--- src/rtl/key_debounce_multi_if.sv ---
// Key-pin and conditioned-event bundle for key_debounce_multi.
// The board side (master) drives raw pins; the conditioner (slave) returns clean levels and pulses.
interface key_debounce_multi_if #(
    parameter int CH = 4
);
    logic [CH-1:0] key_in;
    logic [CH-1:0] key_level;
    logic [CH-1:0] key_press;
    logic [CH-1:0] key_release;
    logic [CH-1:0] key_long;
    logic [CH-1:0] key_repeat;
    logic [CH-1:0] key_fire;

    modport master (
        output key_in,
        input  key_level,
        input  key_press,
        input  key_release,
        input  key_long,
        input  key_repeat,
        input  key_fire
    );

    modport slave (
        input  key_in,
        output key_level,
        output key_press,
        output key_release,
        output key_long,
        output key_repeat,
        output key_fire
    );
endinterface

--- src/rtl/key_debounce_multi.sv ---
// Multi-channel key conditioner: 2-flop sync, tick-driven hysteretic integrator,
// then press/release/long-press/auto-repeat pulse generation per channel.
module key_debounce_multi #(
    parameter int CH         = 4,
    parameter int TICK_DIV   = 50000,
    parameter int DEB_TICKS  = 20,
    parameter int LONG_TICKS = 1000,
    parameter int REP_TICKS  = 200,
    parameter int REPEAT_EN  = 1,
    parameter int ACTIVE_LOW = 1
) (
    input logic                clk,
    input logic                rst,
    key_debounce_multi_if.slave kif
);

    localparam int CW = $clog2(TICK_DIV);
    localparam int IW = $clog2(DEB_TICKS + 1);
    localparam int HW = $clog2(LONG_TICKS + 1);

    localparam logic [CW-1:0] DIV_LAST  = CW'(TICK_DIV - 1);
    localparam logic [IW-1:0] DEB_MAX   = IW'(DEB_TICKS);
    localparam logic [HW-1:0] HC_LONG   = HW'(LONG_TICKS);
    localparam logic [HW-1:0] HC_PRE    = HW'(LONG_TICKS - 1);
    localparam logic [HW-1:0] HC_RELOAD = HW'(LONG_TICKS - REP_TICKS);
    localparam logic [CH-1:0] IDLE_PIN  = (ACTIVE_LOW != 0) ? {CH{1'b1}} : {CH{1'b0}};

    logic [CW-1:0] div_q, div_d;
    logic          tick;

    logic [CH-1:0] sync1_q, sync1_d;
    logic [CH-1:0] sync2_q, sync2_d;
    logic [CH-1:0] raw_pressed;

    logic [IW-1:0] integ_q [CH];
    logic [IW-1:0] integ_d [CH];
    logic [HW-1:0] hc_q    [CH];
    logic [HW-1:0] hc_d    [CH];

    logic [CH-1:0] level_q, level_d;
    logic [CH-1:0] press_q, press_d;
    logic [CH-1:0] release_q, release_d;
    logic [CH-1:0] long_q, long_d;
    logic [CH-1:0] repeat_q, repeat_d;
    logic [CH-1:0] long_seen_q, long_seen_d;

    always_comb begin
        tick    = (div_q == DIV_LAST);
        div_d   = tick ? '0 : div_q + 1'b1;
        sync1_d = kif.key_in;
        sync2_d = sync1_q;
    end

    assign raw_pressed = (ACTIVE_LOW != 0) ? ~sync2_q : sync2_q;

    // Levels only flip when the integrator reaches a rail; hc restarts on every press edge.
    always_comb begin
        level_d     = level_q;
        long_seen_d = long_seen_q;
        long_d      = '0;
        repeat_d    = '0;
        for (int i = 0; i < CH; i++) begin
            integ_d[i] = integ_q[i];
            hc_d[i]    = hc_q[i];
            if (tick) begin
                if (raw_pressed[i] && (integ_q[i] != DEB_MAX)) begin
                    integ_d[i] = integ_q[i] + 1'b1;
                end else if (!raw_pressed[i] && (integ_q[i] != '0)) begin
                    integ_d[i] = integ_q[i] - 1'b1;
                end
                if (integ_d[i] == DEB_MAX) begin
                    level_d[i] = 1'b1;
                end else if (integ_d[i] == '0) begin
                    level_d[i] = 1'b0;
                end
            end
            if (!level_d[i] || !level_q[i]) begin
                hc_d[i]        = '0;
                long_seen_d[i] = 1'b0;
            end else if (tick && (hc_q[i] != HC_LONG)) begin
                // hc only sits at HC_LONG when saturated with repeat disabled
                if (hc_q[i] == HC_PRE) begin
                    if (!long_seen_q[i]) begin
                        long_d[i]      = 1'b1;
                        long_seen_d[i] = 1'b1;
                    end else begin
                        repeat_d[i] = 1'b1;
                    end
                    hc_d[i] = (REPEAT_EN != 0) ? HC_RELOAD : HC_LONG;
                end else begin
                    hc_d[i] = hc_q[i] + 1'b1;
                end
            end
        end
    end

    assign press_d   = level_d & ~level_q;
    assign release_d = ~level_d & level_q;

    always_ff @(posedge clk or posedge rst) begin
        if (rst) begin
            div_q       <= '0;
            sync1_q     <= IDLE_PIN;
            sync2_q     <= IDLE_PIN;
            level_q     <= '0;
            press_q     <= '0;
            release_q   <= '0;
            long_q      <= '0;
            repeat_q    <= '0;
            long_seen_q <= '0;
            for (int i = 0; i < CH; i++) begin
                integ_q[i] <= '0;
                hc_q[i]    <= '0;
            end
        end else begin
            div_q       <= div_d;
            sync1_q     <= sync1_d;
            sync2_q     <= sync2_d;
            level_q     <= level_d;
            press_q     <= press_d;
            release_q   <= release_d;
            long_q      <= long_d;
            repeat_q    <= repeat_d;
            long_seen_q <= long_seen_d;
            for (int i = 0; i < CH; i++) begin
                integ_q[i] <= integ_d[i];
                hc_q[i]    <= hc_d[i];
            end
        end
    end

    assign kif.key_level   = level_q;
    assign kif.key_press   = press_q;
    assign kif.key_release = release_q;
    assign kif.key_long    = long_q;
    assign kif.key_repeat  = repeat_q;
    assign kif.key_fire    = press_q | repeat_q;

endmodule

--- src/flat_wrapper.sv ---
// flat-port wrapper written by rule: the top's interface ports become plain ports
module key_debounce_multi_flat 
#(
    parameter int CH         = 4,
    parameter int TICK_DIV   = 50000,
    parameter int DEB_TICKS  = 20,
    parameter int LONG_TICKS = 1000,
    parameter int REP_TICKS  = 200,
    parameter int REPEAT_EN  = 1,
    parameter int ACTIVE_LOW = 1
)
  (clk, rst, kif_key_in, kif_key_level, kif_key_press, kif_key_release, kif_key_long, kif_key_repeat, kif_key_fire);
  key_debounce_multi_if #(.CH(CH)) kif_i ();
  input logic clk;
  input logic rst;
  input wire logic [$bits(kif_i.key_in)-1:0] kif_key_in;
  output wire logic [$bits(kif_i.key_level)-1:0] kif_key_level;
  output wire logic [$bits(kif_i.key_press)-1:0] kif_key_press;
  output wire logic [$bits(kif_i.key_release)-1:0] kif_key_release;
  output wire logic [$bits(kif_i.key_long)-1:0] kif_key_long;
  output wire logic [$bits(kif_i.key_repeat)-1:0] kif_key_repeat;
  output wire logic [$bits(kif_i.key_fire)-1:0] kif_key_fire;
  assign kif_i.key_in = kif_key_in;
  assign kif_key_level = kif_i.key_level;
  assign kif_key_press = kif_i.key_press;
  assign kif_key_release = kif_i.key_release;
  assign kif_key_long = kif_i.key_long;
  assign kif_key_repeat = kif_i.key_repeat;
  assign kif_key_fire = kif_i.key_fire;
  key_debounce_multi #(.CH(CH), .TICK_DIV(TICK_DIV), .DEB_TICKS(DEB_TICKS), .LONG_TICKS(LONG_TICKS), .REP_TICKS(REP_TICKS), .REPEAT_EN(REPEAT_EN), .ACTIVE_LOW(ACTIVE_LOW)) u_core (.clk(clk), .rst(rst), .kif(kif_i));
endmodule
--- config.mk ---
export PLATFORM = sky130hd
export DESIGN_NAME = key_debounce_multi_flat
export DESIGN_NICKNAME = d
export VERILOG_FILES = /design/src/rtl/key_debounce_multi_if.sv /design/src/rtl/key_debounce_multi.sv /design/src/flat_wrapper.sv
export SDC_FILE = /design/constraint.sdc
export NUM_CORES = 1
export LEC_CHECK = 0
export CAP_MARGIN = 20
export CELL_PAD_IN_SITES_DETAIL_PLACEMENT = 1
export CELL_PAD_IN_SITES_GLOBAL_PLACEMENT = 1
export CORE_ASPECT_RATIO = 2
export CORE_MARGIN = 4
export CORE_UTILIZATION = 50
export DETAILED_ROUTE_END_ITERATION = 8
export MAX_ROUTING_LAYER = met4
export PLACE_DENSITY = 0.87
export SLEW_MARGIN = 10
export SYNTH_ARGS = -nofsm -noshare
export SYNTH_HDL_FRONTEND = slang
export SYNTH_SLANG_ARGS = --single-unit
--- constraint.sdc ---
create_clock -name clk -period 9.3 [get_ports clk]
set_clock_uncertainty 0.2 [all_clocks]
set_input_delay 0.93 -clock clk [delete_from_list [all_inputs] [get_ports clk]]
set_output_delay 0.93 -clock clk [all_outputs]
set_load 0.01 [all_outputs]
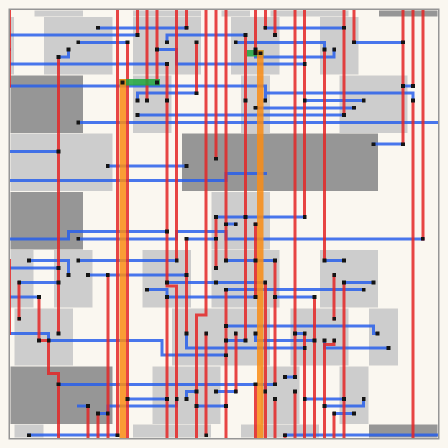
Figure 1: a small window of the routed layout.
Window x 55 to 75, y 32 to 52 microns. Cells in grey, sequential cells in the stronger grey; small squares are vias.
Key: metal 3 = green; metal 4 = orange; metal 2 = red; metal 1 = blue
22 logic cells have their middle in the window. Sequential cells in the window: 2. Most frequent: o21ai_0 (3). Netlist names of flops here include u_core.integ_q (1), u_core.kif.key_level (1).

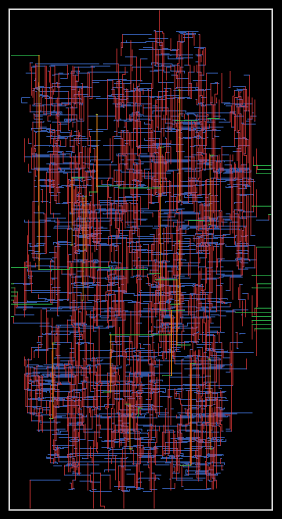
Figure 2: routed metal, one colour a layer.
Drawn at 3 px/micron.
Key: metal 1 = blue [wire length 6280 microns]; metal 4 = orange [wire length 473 microns]; metal 3 = green [wire length 272 microns]; metal 2 = red [wire length 9140 microns]
via count: 5131
All-Layer GR Usage: 0.242
wire length reported by the detailed router: 16.2 mm
detail-routed net length per standard cell: 19.3 microns

==> run summary <==
Purpose: to document the outcome of synthesis and place and route.

Final layout
Excluding fillers, the count of instances in the completed layout stands at 839. In the final layout, the fill cell count is 1399.

Logic synthesis
The arithmetic-cell share of the synthesized area counting full adders, half adders and majority gates is 0.0419. The average instance in the mapped netlist occupies between 9 and 10 sq um. The synthesis run identifies the leading combinational cell family as simple AND/OR/NAND/NOR gates. The area of the mapped netlist is ~0.0063 sq mm.

The post-synthesis net count is between 700 and 800. The area reported by Yosys stat is 0.00627 sq mm.

Worst setup path
Among cell families on the critical path, the largest total delay comes from simple AND/OR/NAND/NOR gates. The peak per-stage delay on the critical path is 0.44 ns. Per the timing report, the biggest fanout along the worst path comes to 34. The reg2reg setup slack is 6.37 ns.

Floorplanning
The core utilization before placement is 0.514. The core region area is 0.0122 sq mm.

Power and ir drop
Per the OpenROAD power report, switching power amounts to 192 uW.

Clock tree
The timing report gives the clock slew at the launch and capture registers of the worst setup and hold paths as 0.07 ns. Post-CTS repair ended up resizing 0 cells.

Timing
The setup TNS is 0 ns. The max-slew violation count is 0.

Status
The run finished with clean final reports.
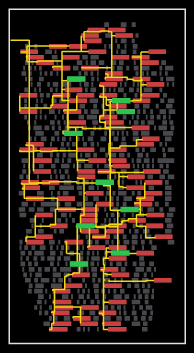
Figure 3: clock distribution.
Drawn at 2 px/micron.
Key: flip-flops = red [count 108]; clock drivers = green [count 9]; clock wires = yellow [length 1310 microns]
There are 10 routed clock nets.

-- logic make-up after synthesis --
| family | count (synthesis) |
|---|---|
| compound gates | 120 |
| xor+xnor | 55 |
| fa+ha+maj | 21 |
| buf+inv | 64 |
| flops | 108 |
| mux | 6 |
| simple gates | 301 |
-- power groups by stage --
stage	Clock, uW	Combinational (uW)	Sequential, uW
2_1_floorplan	0	14.3	483
3_3_place_gp	0	19.3	484
3_5_place_dp	0	20.1	484
4_1_cts	396	20.4	475
5_1_grt	416	22.6	476
6_report	391	19.7	475
-- worst paths after layout --
| kind | to | cells after the start | startpoint |
|---|---|---|---|
| max | u_core.hc_q[17] | 8 | u_core.div_q[0] |
| max reg2reg | u_core.hc_q[17] | 8 | u_core.div_q[0] |
| max in group asynchronous | u_core.div_q[2] | 3 | rst |
| min in group asynchronous | u_core.integ_q[6] | 2 | rst |
| min reg2reg | u_core.sync2_q[3] | 0 | u_core.sync1_q[3] |
| min | u_core.sync2_q[3] | 0 | u_core.sync1_q[3] |
-- layer usage --
metal / part of all wire / routed length, microns / vias up / GRT usage
met4: 0.029 / 473 / 0 / 0.0908
li1: - / - / 2416 / -
met5: 0 / 0 / - / -
met2: 0.57 / 9140 / 62 / 0.440
met1: 0.39 / 6280 / 2617 / 0.265
met3: 0.017 / 272 / 36 / 0.0247
-- stage by stage --
step | hold WS [ns] | instance area [sq um] | worst slack, ns
after floorplan | 0.145 | 6270 | 5.34
after global routing | 0.165 | 6920 | 6.09
final | 0.157 | 6920 | 6.37
after CTS | 0.160 | 6920 | 6.36
after detailed placement | 0.147 | 6620 | 6.43
after global placement | 0.147 | 6620 | 6.48
-- final cells by class --
| type | instances | share of cell area |
|---|---|---|
| multi-input cells | 503 | 0.474 |
| inverters | 33 | 0.0183 |
| flip-flops and latches | 108 | 0.392 |
| well taps | 147 | 0.0266 |
| clock inverters | 5 | 0.00904 |
| repair buffers | 33 | 0.0463 |
| clock buffers | 10 | 0.0345 |
-- cells in the mapped netlist, types with 16 or more instances --
master / instances / area, sq um
sky130_fd_sc_hd__ha_1: 21 / 263
sky130_fd_sc_hd__inv_1: 33 / 124
sky130_fd_sc_hd__xnor2_1: 32 / 280
sky130_fd_sc_hd__nand3_1: 31 / 155
sky130_fd_sc_hd__dfrtp_1: 100 / 2500
sky130_fd_sc_hd__nor3_1: 22 / 110
sky130_fd_sc_hd__o21ai_0: 27 / 135
sky130_fd_sc_hd__clkbuf_1: 16 / 60.1
sky130_fd_sc_hd__nand2_1: 60 / 225
sky130_fd_sc_hd__a21oi_1: 31 / 155
sky130_fd_sc_hd__xor2_1: 23 / 201
sky130_fd_sc_hd__nor2_1: 69 / 259
-- worst register-to-register path, stage by stage, from the launching register on --
cell and delay, ns:
sky130_fd_sc_hd__dfrtp_1 0.37, sky130_fd_sc_hd__ha_1 0.19, sky130_fd_sc_hd__and3_1 0.28, sky130_fd_sc_hd__and4_1 0.40, sky130_fd_sc_hd__buf_4 0.44, sky130_fd_sc_hd__o31a_1 0.37
sky130_fd_sc_hd__a41oi_1 0.10, sky130_fd_sc_hd__or3_1 0.34, sky130_fd_sc_hd__a21oi_1 0.16
Power figures rest on the tool's default switching activity, not on a simulated workload.
